Figure 1. Logic cells by family.
(4 px per µm)
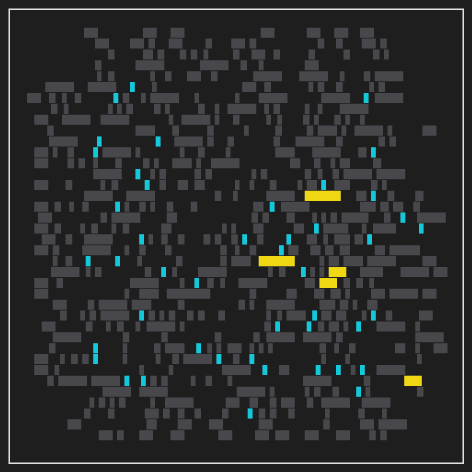
Figure 2. Signal wires on met2.
(2 px per µm)
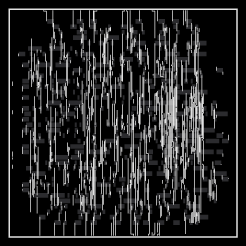
Figure 3. Sizing map.
(4 px per µm)
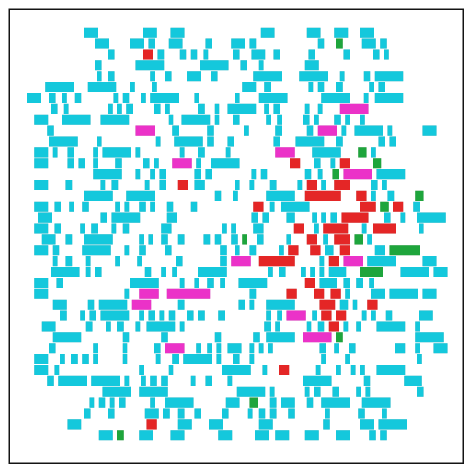
Figure 4. Track usage over the die.
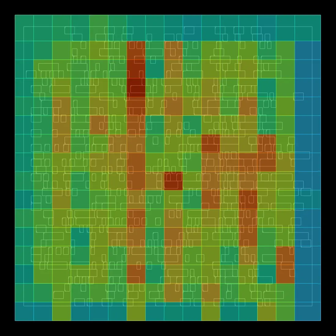
Figure 5. The metal 3 layer.
(2 px per µm)
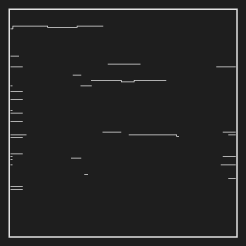
<file path="src/rtl/dac_i2s_serializer.sv">
// dac_i2s_serializer
//   Host-side I2S transmitter for a 2-channel DAC slot. Stereo pairs arrive over
//   a valid/ready handshake and are shifted out MSB first with standard I2S
//   framing: lrck low = left, lrck leads the MSB by one bck, data launched on
//   the bck falling edge so the receiver samples on the rising edge.
//
// Ports
//   clk          system clock
//   reset        synchronous, active-high reset
//   enable       0 = synchronous clear to the reset state
//   in_valid     sample pair available
//   in_ready     high (combinationally) only in the load cycle of each frame
//   in_left      left sample, two's complement, passed through unmodified
//   in_right     right sample
//   bck          bit clock   (slotdata[5])
//   lrck         word select (slotdata[3])
//   sdata        serial data (slotdata[4])
//   underflow    1-cycle pulse: no pair was offered at the load point
//   frame_start  1-cycle pulse when left-slot bit 0 begins
module dac_i2s_serializer #(
  parameter int SAMPLE_WIDTH = 24,
  parameter int SLOT_BITS    = 32,
  parameter int BCK_DIV      = 4
) (
  input  logic                    clk,
  input  logic                    reset,
  input  logic                    enable,
  input  logic                    in_valid,
  output logic                    in_ready,
  input  logic [SAMPLE_WIDTH-1:0] in_left,
  input  logic [SAMPLE_WIDTH-1:0] in_right,
  output logic                    bck,
  output logic                    lrck,
  output logic                    sdata,
  output logic                    underflow,
  output logic                    frame_start
);

  localparam int FRAME_BITS = 2 * SLOT_BITS;
  localparam int DIV_W      = (BCK_DIV > 1) ? $clog2(BCK_DIV) : 1;
  localparam int B_W        = (FRAME_BITS > 2) ? $clog2(FRAME_BITS) : 1;
  localparam int IDX_W      = (SAMPLE_WIDTH > 1) ? $clog2(SAMPLE_WIDTH) : 1;

  localparam logic [DIV_W-1:0] DIV_LAST = DIV_W'(BCK_DIV - 1);
  localparam logic [B_W-1:0]   B_LAST   = B_W'(FRAME_BITS - 1);
  localparam logic [B_W-1:0]   B_LOAD   = B_W'(FRAME_BITS - 2);

  // Serial bit for frame position b: left word in [0, SW), right word in
  // [SLOT_BITS, SLOT_BITS+SW), zero pad everywhere else.
  function automatic logic slot_bit(input logic [B_W-1:0]          b,
                                    input logic [SAMPLE_WIDTH-1:0] l,
                                    input logic [SAMPLE_WIDTH-1:0] r);
    int               bi;
    logic [IDX_W-1:0] idx;
    logic             bit_o;
    bi    = int'(b);
    idx   = '0;
    bit_o = 1'b0;
    if (bi < SAMPLE_WIDTH) begin
      idx   = IDX_W'(SAMPLE_WIDTH - 1 - bi);
      bit_o = l[idx];
    end else if (bi >= SLOT_BITS && bi < SLOT_BITS + SAMPLE_WIDTH) begin
      idx   = IDX_W'(SAMPLE_WIDTH - 1 - (bi - SLOT_BITS));
      bit_o = r[idx];
    end
    return bit_o;
  endfunction

  // lrck switches one bck ahead of each word, so the right-channel level spans
  // positions SLOT_BITS-1 .. FRAME_BITS-2.
  function automatic logic lrck_level(input logic [B_W-1:0] b);
    return (int'(b) >= SLOT_BITS - 1) && (b <= B_LOAD);
  endfunction

  logic [DIV_W-1:0]        div_q, div_d;
  logic                    bck_q, bck_d;
  logic [B_W-1:0]          b_q, b_d, b_nxt;
  logic                    lrck_q, lrck_d;
  logic                    sdata_q, sdata_d;
  logic [SAMPLE_WIDTH-1:0] left_q, left_d;
  logic [SAMPLE_WIDTH-1:0] right_q, right_d;
  logic                    underflow_q, underflow_d;
  logic                    frame_start_q, frame_start_d;

  logic clr;
  logic bck_tick;
  logic fall_tick;
  logic load;

  assign clr       = reset | ~enable;
  assign bck_tick  = (div_q == DIV_LAST);
  assign fall_tick = bck_tick & bck_q;
  // Load point: the falling toggle that moves b into the last (pad) position
  // of the right slot, one bck before the next left MSB.
  assign load      = fall_tick & (b_q == B_LOAD);
  assign in_ready  = load & ~clr;

  always_comb begin
    div_d         = bck_tick ? '0 : div_q + DIV_W'(1);
    bck_d         = bck_tick ? ~bck_q : bck_q;
    b_nxt         = (b_q == B_LAST) ? '0 : b_q + B_W'(1);
    b_d           = b_q;
    lrck_d        = lrck_q;
    sdata_d       = sdata_q;
    left_d        = left_q;
    right_d       = right_q;
    underflow_d   = 1'b0;
    frame_start_d = 1'b0;

    // lrck/sdata only ever move on the falling toggle.
    if (fall_tick) begin
      b_d           = b_nxt;
      lrck_d        = lrck_level(b_nxt);
      sdata_d       = slot_bit(b_nxt, left_q, right_q);
      frame_start_d = (b_nxt == '0);
    end

    // A missing pair is replaced by silence rather than repeating old data.
    if (load) begin
      left_d      = in_valid ? in_left  : '0;
      right_d     = in_valid ? in_right : '0;
      underflow_d = ~in_valid;
    end
  end

  always_ff @(posedge clk) begin
    if (clr) begin
      div_q         <= '0;
      bck_q         <= 1'b0;
      b_q           <= B_LOAD;
      lrck_q        <= 1'b0;
      sdata_q       <= 1'b0;
      left_q        <= '0;
      right_q       <= '0;
      underflow_q   <= 1'b0;
      frame_start_q <= 1'b0;
    end else begin
      div_q         <= div_d;
      bck_q         <= bck_d;
      b_q           <= b_d;
      lrck_q        <= lrck_d;
      sdata_q       <= sdata_d;
      left_q        <= left_d;
      right_q       <= right_d;
      underflow_q   <= underflow_d;
      frame_start_q <= frame_start_d;
    end
  end

  assign bck         = bck_q;
  assign lrck        = lrck_q;
  assign sdata       = sdata_q;
  assign underflow   = underflow_q;
  assign frame_start = frame_start_q;

endmodule

</file>
<file path="config.mk">
export PLATFORM = sky130hd
export DESIGN_NAME = dac_i2s_serializer
export DESIGN_NICKNAME = d
export VERILOG_FILES = /design/src/rtl/dac_i2s_serializer.sv
export SDC_FILE = /design/constraint.sdc
export NUM_CORES = 1
export LEC_CHECK = 0
export ABC_AREA = 1
export CELL_PAD_IN_SITES_DETAIL_PLACEMENT = 1
export CELL_PAD_IN_SITES_GLOBAL_PLACEMENT = 2
export CORE_MARGIN = 3
export CORE_UTILIZATION = 26
export CTS_BUF_LIST = sky130_fd_sc_hd__clkbuf_8
export CTS_CLUSTER_DIAMETER = 120
export DETAILED_ROUTE_END_ITERATION = 10
export PLACE_DENSITY_LB_ADDON = 0.1
export SLEW_MARGIN = 20
export SYNTH_ARGS = -nofsm -noshare
export SYNTH_HDL_FRONTEND = slang
export SYNTH_SLANG_ARGS = --single-unit
</file>
<file path="constraint.sdc">
create_clock -name clk -period 2.1 [get_ports clk]
set_input_delay 0.315 -clock clk [delete_from_list [all_inputs] [get_ports clk]]
set_output_delay 0.315 -clock clk [all_outputs]
set_load 0.02 [all_outputs]
</file>
==> reports/results.tsv <==
stage	metric	value	unit
status	status	complete, no violations	
critical_path	Arrival @ worst endpoint	2.25	ns
synth	Main synth FF type	dfxtp_1	
critical_path	Setup crit start kind	register	
global_routing	total track usage	15.2	%
critical_path	Top delay family on crit path	simple AND/OR/NAND/NOR gates	
drt	DRT Pass-1 Iters	4	
job	count of tool warnings	29	
finish	design area	0.00406	mm²
sta	worst setup margin	0.0805	ns
die	Starting Density	27.0	%
clock_network	Max Root-Sink Buffers	2	
placed_design	Port Buffers	57	
drt	# DRC	0	
finish	Final nets	553	
drt	Iter 0 DRT Violations	88	
clock_network	CTS tree	yes	
critical_path	CP required	2.33	ns
drt	Final ANT Viol Nets	0	
global_routing	GR Overflow Total	0	
critical_path	crit path max fanout	4	
synth	sequential element share of the synthesized area	40.9	%
sta	fmax	0.495	GHz
sta	Final min period	2.02	ns
Notes on Figure 1 above:
colour	family	cells	most used
yellow	adder and majority cells	5	ha_1
cyan	inverters	45	inv_1

Notes on Figure 2 above:
wire length on this layer	4,620 µm
nets with wire on the layer	446
longest straight run	64.6 µm
GR Layer Usage met2: 26.6%
Routed WL: 9.41 mm
vias: 2,981

Notes on Figure 3 above:
colour	size	cells	share
magenta	drive 6 and up	14	2.8%
cyan	drive 1 or less	441	88%
red	drive 3 to 4	33	6.6%
green	drive 2	13	2.6%

Notes on Figure 4 above:
GR met3 Demand/Resource: 2.99%
met1 Use GR: 18.5%
Routed WL per cell: 14.7 µm

Notes on Figure 5 above:
nets with wire on the layer	25
wire length on this layer	256 µm
share of all routed wire	2.7%
main direction	horizontal
longest straight run	23.7 µm

cells by family after synthesis:
kind of cell             synth area share [%]
AND-OR/OR-AND                            3.94
adder cells (fa/ha/maj)                  2.10
AND/OR/NAND/NOR                          42.6
flip-flops                               40.9
buffers and inverters                    10.1
XOR/XNOR                                0.294
final cells by class:
cell class | count | area share [%]
clock inverters | 6 | 1.54
inverters | 45 | 4.16
repair buffers | 81 | 19.2
clock buffers | 10 | 3.39
well taps | 140 | 4.31
flip-flops and latches | 61 | 30.1
multi-input cells | 298 | 37.3
Yosys cell counts (2+ instances only):
| master | number | area [µm²] |
|---|---|---|
| nand3b_1 | 4 | 30.0 |
| a21oi_1 | 7 | 35.0 |
| buf_1 | 2 | 7.51 |
| buf_4 | 3 | 22.5 |
| o21ai_0 | 8 | 40.0 |
| nor2_4 | 2 | 22.5 |
| dfxtp_1 | 61 | 1220 |
| buf_2 | 4 | 20.0 |
| nand2_2 | 2 | 12.5 |
| nand3_1 | 136 | 681 |
| buf_6 | 3 | 33.8 |
| clkbuf_1 | 13 | 48.8 |
| nor2_1 | 27 | 101 |
| ha_1 | 5 | 62.6 |
| nor3_1 | 3 | 15.0 |
| nand2_1 | 93 | 349 |
| inv_1 | 45 | 169 |
timing repair:
action / 4_1_cts / 5_1_grt
hold buffers: 0 / 0
setup endpoints to repair: 2 / 2
pin swaps: 0 / 1
setup buffers: 0 / 2
resized: 4 / 9
per-layer routing:
layer	wire length, µm	part of all wire (%)	up-vias
met2	4620	49	38
li1	-	-	1531
met3	256	2.7	6
met1	4440	47	1406
met4	104	1.1	0
met5	0	0	-
power by group:
group,total (W),leakage [nW],internal [W],switching (W)
logic,0.000141,1.24,0.0000902,0.0000512
clock network,0.00106,0.0943,0.000575,0.000489
registers,0.00116,0.491,0.00116,0.000000923
total,0.00236,1.83,0.00182,0.000541
flip-flops by register name, indices dropped and copies added (netlist names):
register     cells
frame_start      1
sdata            1
left_q          24
lrck             1
div_q            2
underflow        1
bck              1
right_q         24
b_q              6
worst min-delay path, cell delays in order:
cell and delay (ns):
buf_2 0.23, nand3_1 0.13, nand2_1 0.04
final timing paths:
path              cells past startpoint  slack (ns)                 from                 endpoint
setup / recovery                     12        0.08  b_q[0]$_SDFFE_PP0P_        lrck$_SDFFE_PP0P_
hold reg to reg                       1        0.44  div_q[0]$_SDFF_PP0_      div_q[0]$_SDFF_PP0_
setup reg to reg                     12        0.08  b_q[0]$_SDFFE_PP0P_        lrck$_SDFFE_PP0P_
hold / removal                        3        0.42             in_valid  right_q[6]$_SDFFE_PP0P_
through the flow:
step	hold WS (ns)	cells
floorplan	0.404	429
global placement	0.411	623
detailed placement	0.430	623
CTS	0.412	639
global route	0.438	641
finish	0.417	641
Power figures rest on the tool's default switching activity, not on a simulated workload.
